**I/O pins on the die edge**

Pins as bars across the die edge, other pins in gray.
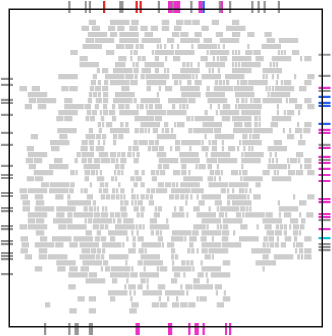
**Where the registers sit**

Other sequential cells in the stronger gray, the rest of the logic in the fainter gray.
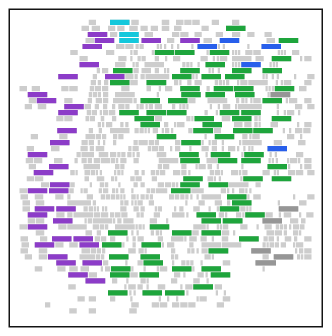
**Signal wires by layer**

Scale bar: 50 µm.
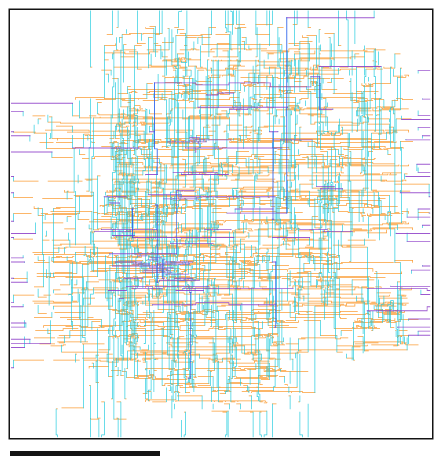
## config.mk

```make
export PLATFORM = sky130hd
export DESIGN_NAME = fp_result_stage
export DESIGN_NICKNAME = d
export VERILOG_FILES = /design/src/rtl/fp_pkg.sv /design/src/rtl/fp_rnd.sv /design/src/rtl/fp_result_stage.sv
export SDC_FILE = /design/constraint.sdc
export NUM_CORES = 1
export LEC_CHECK = 0
export CAP_MARGIN = 10
export CORE_AREA = 3 3 138 140
export CTS_CLUSTER_SIZE = 10
export DETAILED_ROUTE_END_ITERATION = 10
export DIE_AREA = 0 0 141 143
export PLACE_DENSITY_LB_ADDON = 0.25
export SYNTH_ARGS = -nofsm -noshare
export SYNTH_HDL_FRONTEND = slang
export SYNTH_SLANG_ARGS = --single-unit
```

## constraint.sdc

```tcl
create_clock -name clk -period 5.7 [get_ports clk]
set_input_delay 1.425 -clock clk [delete_from_list [all_inputs] [get_ports clk]]
set_output_delay 1.425 -clock clk [all_outputs]
set_load 0.02 [all_outputs]
```

## src/rtl/fp_pkg.sv

```systemverilog
// Shared floating-point types and format helpers for the FP datapath.
// Result width follows fp_format_e. Unrounded results carry a round bit and a
// sticky bit next to the truncated value.
package fp_pkg;

    typedef enum logic [1:0] {
        FP32 = 2'd0,
        FP16 = 2'd1,
        BF16 = 2'd2
    } fp_format_e;

    typedef enum logic [2:0] {
        RNE = 3'd0,
        RTZ = 3'd1,
        RDN = 3'd2,
        RUP = 3'd3,
        RMM = 3'd4
    } roundmode_e;

    // IEEE exception flags, packed MSB..LSB as {NV,DZ,OF,UF,NX}
    typedef struct packed {
        logic nv;
        logic dz;
        logic of;
        logic uf;
        logic nx;
    } status_t;

    localparam int unsigned FP_MAX_WIDTH = 32;

    // Truncated result (right-aligned for narrower formats) plus {round, sticky}
    typedef struct packed {
        logic [FP_MAX_WIDTH-1:0] value;
        logic [1:0]              rs;
    } uround_res_t;

    function automatic int unsigned fp_width(input fp_format_e fmt);
        case (fmt)
            FP16:    return 16;
            BF16:    return 16;
            default: return 32;
        endcase
    endfunction

    function automatic int unsigned exp_bits(input fp_format_e fmt);
        case (fmt)
            FP16:    return 5;
            BF16:    return 8;
            default: return 8;
        endcase
    endfunction

    function automatic int unsigned man_bits(input fp_format_e fmt);
        case (fmt)
            FP16:    return 10;
            BF16:    return 7;
            default: return 23;
        endcase
    endfunction

endpackage

```

## src/rtl/fp_rnd.sv

```systemverilog
// Rounding unit: applies the rounding mode to a truncated FP value using its
// round/sticky bits, handles overflow to inf or max-finite, and passes
// inf/NaN through (signalling NaNs are quieted and raise NV).
module fp_rnd
    import fp_pkg::*;
#(
    parameter int unsigned EXP_WIDTH  = 8,
    parameter int unsigned MANT_WIDTH = 23
) (
    input  logic [EXP_WIDTH+MANT_WIDTH:0] value_i,
    input  logic [1:0]                    rs_i,
    input  roundmode_e                    rnd_mode_i,
    input  logic                          round_only_i,
    input  logic                          mul_ovf_i,
    output logic [EXP_WIDTH+MANT_WIDTH:0] result_o,
    output status_t                       status_o
);

    localparam int unsigned W = EXP_WIDTH + MANT_WIDTH + 1;

    logic                  sign;
    logic [W-2:0]          mag;
    logic [W-2:0]          mag_rnd;
    logic [EXP_WIDTH-1:0]  exp_in;
    logic [EXP_WIDTH-1:0]  exp_rnd;
    logic [MANT_WIDTH-1:0] man_in;
    logic                  inexact;
    logic                  round_up;
    logic                  special;
    logic                  is_snan;
    logic                  ovf;
    logic                  to_inf;

    // Round the magnitude, then resolve special operands and overflow/underflow
    always_comb begin
        sign     = value_i[W-1];
        mag      = value_i[W-2:0];
        exp_in   = mag[W-2:MANT_WIDTH];
        man_in   = mag[MANT_WIDTH-1:0];
        special  = &exp_in;
        is_snan  = special & (|man_in) & ~man_in[MANT_WIDTH-1];
        inexact  = |rs_i;
        round_up = 1'b0;
        to_inf   = 1'b0;
        case (rnd_mode_i)
            RNE: begin
                round_up = rs_i[1] & (rs_i[0] | mag[0]);
                to_inf   = 1'b1;
            end
            RTZ: begin
                round_up = 1'b0;
                to_inf   = 1'b0;
            end
            RDN: begin
                round_up = inexact & sign;
                to_inf   = sign;
            end
            RUP: begin
                round_up = inexact & ~sign;
                to_inf   = ~sign;
            end
            RMM: begin
                round_up = rs_i[1];
                to_inf   = 1'b1;
            end
            default: begin
                round_up = 1'b0;
                to_inf   = 1'b0;
            end
        endcase
        // A mantissa carry ripples into the exponent, which is the correct renormalisation
        mag_rnd  = mag + {{(W-2){1'b0}}, round_up};
        exp_rnd  = mag_rnd[W-2:MANT_WIDTH];
        ovf      = ~special & ((&exp_rnd) | mul_ovf_i);
        status_o = '0;
        result_o = {sign, mag_rnd};
        if (special) begin
            result_o = value_i;
            if (is_snan) begin
                result_o[MANT_WIDTH-1] = 1'b1;
                status_o.nv            = 1'b1;
            end
        end else begin
            status_o.nx = inexact;
            if (ovf) begin
                status_o.nx = 1'b1;
                status_o.of = ~round_only_i;
                result_o    = to_inf ? {sign, {EXP_WIDTH{1'b1}}, {MANT_WIDTH{1'b0}}}
                                     : {sign, {(EXP_WIDTH-1){1'b1}}, 1'b0, {MANT_WIDTH{1'b1}}};
            end else begin
                status_o.uf = inexact & ~round_only_i & (exp_rnd == '0);
            end
        end
    end

endmodule

```

## src/rtl/fp_result_stage.sv

```systemverilog
// Result/writeback stage behind the iterative FP units: one input register
// (S1) feeding fp_rnd, then an in-order FIFO toward register-file writeback.
// Optional feature macro FP_RES_FLAG_ACC_EN adds sticky accumulated flags
// (acc_flags_o) updated on every pop, cleared by acc_clr_i.
module fp_result_stage
    import fp_pkg::*;
#(
    parameter fp_format_e  FP_FORMAT = FP32,
    parameter int unsigned DEPTH     = 2,
    parameter int unsigned TAG_WIDTH = 5
) (
    input  logic                            clk,
    input  logic                            reset_n,
    input  logic                            in_valid_i,
    output logic                            in_ready_o,
    input  uround_res_t                     urnd_i,
    input  roundmode_e                      rnd_i,
    input  logic                            dz_i,
    input  logic [TAG_WIDTH-1:0]            tag_i,
    input  logic                            flush_i,
    output logic                            out_valid_o,
    input  logic                            out_ready_i,
    output logic [fp_width(FP_FORMAT)-1:0]  result_o,
    output status_t                         flags_o,
`ifdef FP_RES_FLAG_ACC_EN
    output status_t                         acc_flags_o,
    input  logic                            acc_clr_i,
`endif
    output logic [TAG_WIDTH-1:0]            tag_o
);

    localparam int unsigned FP_WIDTH   = fp_width(FP_FORMAT);
    localparam int unsigned EXP_WIDTH  = exp_bits(FP_FORMAT);
    localparam int unsigned MANT_WIDTH = man_bits(FP_FORMAT);
    localparam int unsigned PTR_W      = (DEPTH > 1) ? $clog2(DEPTH) : 1;
    localparam int unsigned CNT_W      = $clog2(DEPTH + 1);

    // FIFO entry kept local because its widths depend on this instance's parameters
    typedef struct packed {
        logic [FP_WIDTH-1:0]  result;
        status_t              flags;
        logic [TAG_WIDTH-1:0] tag;
    } res_entry_t;

    function automatic logic [PTR_W-1:0] ptr_inc(input logic [PTR_W-1:0] p);
        return (p == PTR_W'(DEPTH - 1)) ? '0 : p + 1'b1;
    endfunction

    logic                 s1_valid_q, s1_valid_d;
    uround_res_t          s1_urnd_q,  s1_urnd_d;
    roundmode_e           s1_rnd_q,   s1_rnd_d;
    logic                 s1_dz_q,    s1_dz_d;
    logic [TAG_WIDTH-1:0] s1_tag_q,   s1_tag_d;

    res_entry_t           fifo_q [DEPTH];
    res_entry_t           fifo_d [DEPTH];
    logic [PTR_W-1:0]     wr_ptr_q, wr_ptr_d;
    logic [PTR_W-1:0]     rd_ptr_q, rd_ptr_d;
    logic [CNT_W-1:0]     count_q,  count_d;

    logic [FP_WIDTH-1:0]  rnd_result;
    status_t              rnd_status;
    res_entry_t           new_entry;
    res_entry_t           head;
    logic                 pop;
    logic                 space;
    logic                 push;
    logic                 accept;

    fp_rnd #(
        .EXP_WIDTH  (EXP_WIDTH),
        .MANT_WIDTH (MANT_WIDTH)
    ) u_fp_rnd (
        .value_i      (s1_urnd_q.value[FP_WIDTH-1:0]),
        .rs_i         (s1_urnd_q.rs),
        .rnd_mode_i   (s1_rnd_q),
        .round_only_i (1'b0),
        .mul_ovf_i    (1'b0),
        .result_o     (rnd_result),
        .status_o     (rnd_status)
    );

    // Handshake decode; a pop in the same cycle frees the slot for S1
    always_comb begin
        head        = fifo_q[rd_ptr_q];
        out_valid_o = (count_q != '0);
        pop         = out_valid_o & out_ready_i;
        space       = (count_q != CNT_W'(DEPTH)) | pop;
        push        = s1_valid_q & space;
        in_ready_o  = ~s1_valid_q | space;
        accept      = in_valid_i & in_ready_o;
        result_o    = out_valid_o ? head.result : '0;
        flags_o     = out_valid_o ? head.flags  : '0;
        tag_o       = out_valid_o ? head.tag    : '0;
    end

    // Next state for S1 and the FIFO; flush overrides push, pop and capture
    always_comb begin
        new_entry        = '0;
        new_entry.result = rnd_result;
        new_entry.flags  = rnd_status;
        new_entry.flags.dz = s1_dz_q | rnd_status.dz;
        new_entry.tag    = s1_tag_q;

        s1_valid_d = s1_valid_q;
        s1_urnd_d  = s1_urnd_q;
        s1_rnd_d   = s1_rnd_q;
        s1_dz_d    = s1_dz_q;
        s1_tag_d   = s1_tag_q;
        fifo_d     = fifo_q;
        wr_ptr_d   = wr_ptr_q;
        rd_ptr_d   = rd_ptr_q;
        count_d    = count_q;

        if (accept) begin
            s1_valid_d = 1'b1;
            s1_urnd_d  = urnd_i;
            s1_rnd_d   = rnd_i;
            s1_dz_d    = dz_i;
            s1_tag_d   = tag_i;
        end else if (push) begin
            s1_valid_d = 1'b0;
        end

        if (push) begin
            fifo_d[wr_ptr_q] = new_entry;
            wr_ptr_d         = ptr_inc(wr_ptr_q);
        end
        if (pop) begin
            rd_ptr_d = ptr_inc(rd_ptr_q);
        end
        if (push & ~pop) begin
            count_d = count_q + 1'b1;
        end else if (pop & ~push) begin
            count_d = count_q - 1'b1;
        end

        if (flush_i) begin
            s1_valid_d = 1'b0;
            wr_ptr_d   = '0;
            rd_ptr_d   = '0;
            count_d    = '0;
        end
    end

    // State registers, all cleared by the asynchronous reset
    always_ff @(posedge clk or negedge reset_n) begin
        if (!reset_n) begin
            s1_valid_q <= 1'b0;
            s1_urnd_q  <= '0;
            s1_rnd_q   <= RNE;
            s1_dz_q    <= 1'b0;
            s1_tag_q   <= '0;
            wr_ptr_q   <= '0;
            rd_ptr_q   <= '0;
            count_q    <= '0;
            for (int i = 0; i < int'(DEPTH); i++) begin
                fifo_q[i] <= '0;
            end
        end else begin
            s1_valid_q <= s1_valid_d;
            s1_urnd_q  <= s1_urnd_d;
            s1_rnd_q   <= s1_rnd_d;
            s1_dz_q    <= s1_dz_d;
            s1_tag_q   <= s1_tag_d;
            wr_ptr_q   <= wr_ptr_d;
            rd_ptr_q   <= rd_ptr_d;
            count_q    <= count_d;
            fifo_q     <= fifo_d;
        end
    end

`ifdef FP_RES_FLAG_ACC_EN
    status_t acc_flags_q, acc_flags_d;

    // Sticky flag accumulation; a clear coinciding with a pop keeps only the popped flags
    always_comb begin
        acc_flags_d = acc_clr_i ? status_t'('0) : acc_flags_q;
        if (pop) begin
            acc_flags_d = acc_flags_d | head.flags;
        end
    end

    // Accumulated flag register, unaffected by flush
    always_ff @(posedge clk or negedge reset_n) begin
        if (!reset_n) begin
            acc_flags_q <= '0;
        end else begin
            acc_flags_q <= acc_flags_d;
        end
    end

    assign acc_flags_o = acc_flags_q;
`endif

endmodule
```

==> reports/metrics.yaml <==
logic_synthesis:
  aoi_share: 0.1397
  syn_inst: 763
  synth_nets: 814
  syn_area_per_cell_um2: 9.391
  ys_area_um2: 7166
  ys_seq_frac: 0.4610
  ys_ff: 132
  synth-adder-area-share: 0.005238
  yosysCellCount: 763
  synthSimpleGateAreaFrac: 0.2162
  mux_area_frac: 0.1339
  most_common_cell: "dfrtp_1"
  common_cells: "dfrtp_1, nand2_1, nor2_1"
  topCombFamilyByArea: "simple AND/OR/NAND/NOR gates"
  enable_flop_cells: 0
  async_flop_share: 1.000
  synth.area.top_cells: "dfrtp_1, mux2_2, nand2_1, mux2i_1, nor2_1"
  flop_cell: "dfrtp_1"
final_timing:
  min_period_ns: 4.580
  rsz0062_at_grt: "false"
  fin_setup_tns_ns: 0
  hold_viol: 0
  slew_violations: 0
  fin_ws_ns: 1.120
  slew_headroom: 0.2087
  skew_ns: 0.007825
  setup_violations: 0
route:
  drt-pass1-iter-count: 5
  antenna_left: 0
  vias: 5929
  vias_per_cell: 5.567
  avgRoutedWirePerCell_um: 17.70
power_and_ir_drop:
  vdd_drop_max_v: 0.0002227
  leakage_nw: 3.555
  p_per_area_nw_per_um2: 320.0
worst_setup_path:
  slowest_delay_ns: 0.56
  crit_path_cell_trace: "clkdlybuf4s50_1 > or3b_2 > inv_1 > nand2_1 > clkdlybuf4s50_1"
  cpMostUsedCell: "clkdlybuf4s50_1"
  critPathSlowestCell: "clkdlybuf4s50_1"
  cp_max_fo: 6
  arrival_ns: 3.15
  crit_path_start_kind: "input port"
  crit_required_ns: 4.28
  crit_path_end_kind: "output pin"
placement:
  dpl_cell_area_um2: 8205
  io_buffer_count: 91
  dp_slack_ns: 1.120
  dp_hpwl_um: 12850
cells_and_area:
  drive_gt1_frac: 0.1400
  syn2layout_area_growth_pct: 23.17
  fillers: 1715
  final_util: 0.4913
  diodes: 0
clock_network:
  post_cts_buffers: 0
  insertion_delay_ns: 0.42
  post_cts_resized: 0
  clk_pin_slew_worst_paths_ns: 0.06
  htreeDepth: 4
  cts.path.max_buffers: 2
  clockRootBuffer: "clkbuf_16"
  cts_made_buffers: 17
global_routing:
  grt_max_degree: 85
  antenna_found_initial: 0
  grt_pass1_wl_um: 30440
  grt_pass1_vias: 5642
die:
  die_h_um: 143
  core_area_um2: 17960
  die_w_um: 141
  initCoreUtil: 0.3989
  dieArea_um2: 20160
flow_run:
  drv_cap: 0
  warnings: 26
min_path:
  hold_path.class: "reg2reg"
run_status:
  status: "finished clean"
-- 'I/O pins on the die edge' (at the start) --
- out_ready_i: cyan (pins 1; direction input; edge right)
- rnd_i: red (pins 3; direction input; edge top)
- result_o: magenta (pins 32; direction output; edge 14 right, 10 bottom, 8 top)
- flags_o: blue (pins 5; direction output; edge 4 right, 1 top)

-- 'where the registers sit' (at the start) --
- s1_urnd_q: purple (placed flops 34; where a vertical strip on the left)
- s1_tag_q: blue (placed flops 5; where top right)
- s1_rnd_q: cyan (placed flops 3)
- fifo_q: green (placed flops 84)

-- 'signal wires by layer' (at the start) --
- M2: cyan (wire length 8440 µm)
- M1: orange (wire length 9040 µm)
- M3: purple (wire length 1120 µm)
- M4: blue (wire length 250 µm)

[critical path, delay by kind of cell]
family / cells / cell delay [ns]
buf+inv: 3 / 1.11
simple gates: 2 / 0.61
[area by class of cell]
class / count / area share
clock buffers: 20 / 0.05288
inverters: 6 / 0.002552
repair buffers: 97 / 0.1094
multi-input cells: 569 / 0.4108
clock inverters: 12 / 0.01744
flip-flops and latches: 132 / 0.3744
well taps: 229 / 0.03246
[path summary, 6_finish.rpt]
path | cells past startpoint | endpoint | start | slack, ns
worst max register to register | 13 | fifo_q[26] | s1_rnd_q[2] | 1.52
max in group asynchronous | 2 | fifo_q[81] | reset_n | 3.80
worst max-delay path | 5 | in_ready_o | out_ready_i | 1.12
min in group asynchronous | 1 | s1_urnd_q[13] | reset_n | 1.02
worst min register to register | 2 | fifo_q[8] | fifo_q[8] | 0.47
worst min-delay path | 2 | fifo_q[8] | fifo_q[8] | 0.47
[layer usage]
metal	global-route usage	routed length (µm)
met5	0	0
met4	0.05252	249
met3	0.04354	1119
met2	0.2838	8442
met1	0.2792	9034
[report_power, final]
part / leakage (nW) / switching [mW] / internal (mW)
logic: 1.68 / 0.236 / 0.225
clock network: 0.298 / 0.412 / 0.721
registers: 1.58 / 0.136 / 1.09
[placed cells by master (no fill, tap or decap), types with 6 or more instances in the layout]
master	instances
dfrtp_1	131
nand2_1	118
nor2_1	96
clkdlybuf4s50_1	90
mux2_2	47
mux2i_1	43
nand4_1	21
nor3_1	20
a31oi_1	19
o31ai_1	18
o21ai_0	17
clkbuf_16	17
nand3_1	16
a21oi_1	16
nor4_1	10
o211ai_1	10
a21o_1	8
o41ai_1	8
inv_1	6
and2_1	6
and3_1	6
buf_4	6
[logic make-up (layout without fill, tap and decap cells)]
group | count (synthesis) | after routing
AND-OR/OR-AND | 136 | 136
XOR/XNOR | 7 | 7
adder cells (fa/ha/maj) | 3 | 3
buffers and inverters | 62 | 135
flip-flops | 132 | 132
multiplexers | 90 | 90
AND/OR/NAND/NOR | 333 | 333
[stage by stage]
step | cells | hold slack (ns) | total power [mW]
2_1_floorplan | 763 | 0.4380 | 1.520
3_3_place_gp | 1033 | 0.4539 | 1.696
3_5_place_dp | 1033 | 0.4611 | 1.709
4_1_cts | 1065 | 0.4753 | 2.847
5_1_grt | 1065 | 0.4876 | 2.964
6_report | 1065 | 0.4719 | 2.824
[flip-flops by register name, indices dropped and copies added (netlist names)]
name / flops
fifo_q: 84
s1_urnd_q: 34
s1_tag_q: 5
s1_rnd_q: 3
count_q: 2
rd_ptr_q: 1
s1_dz_q: 1
s1_valid_q: 1
wr_ptr_q: 1
Power and IR drop assume default switching activity.
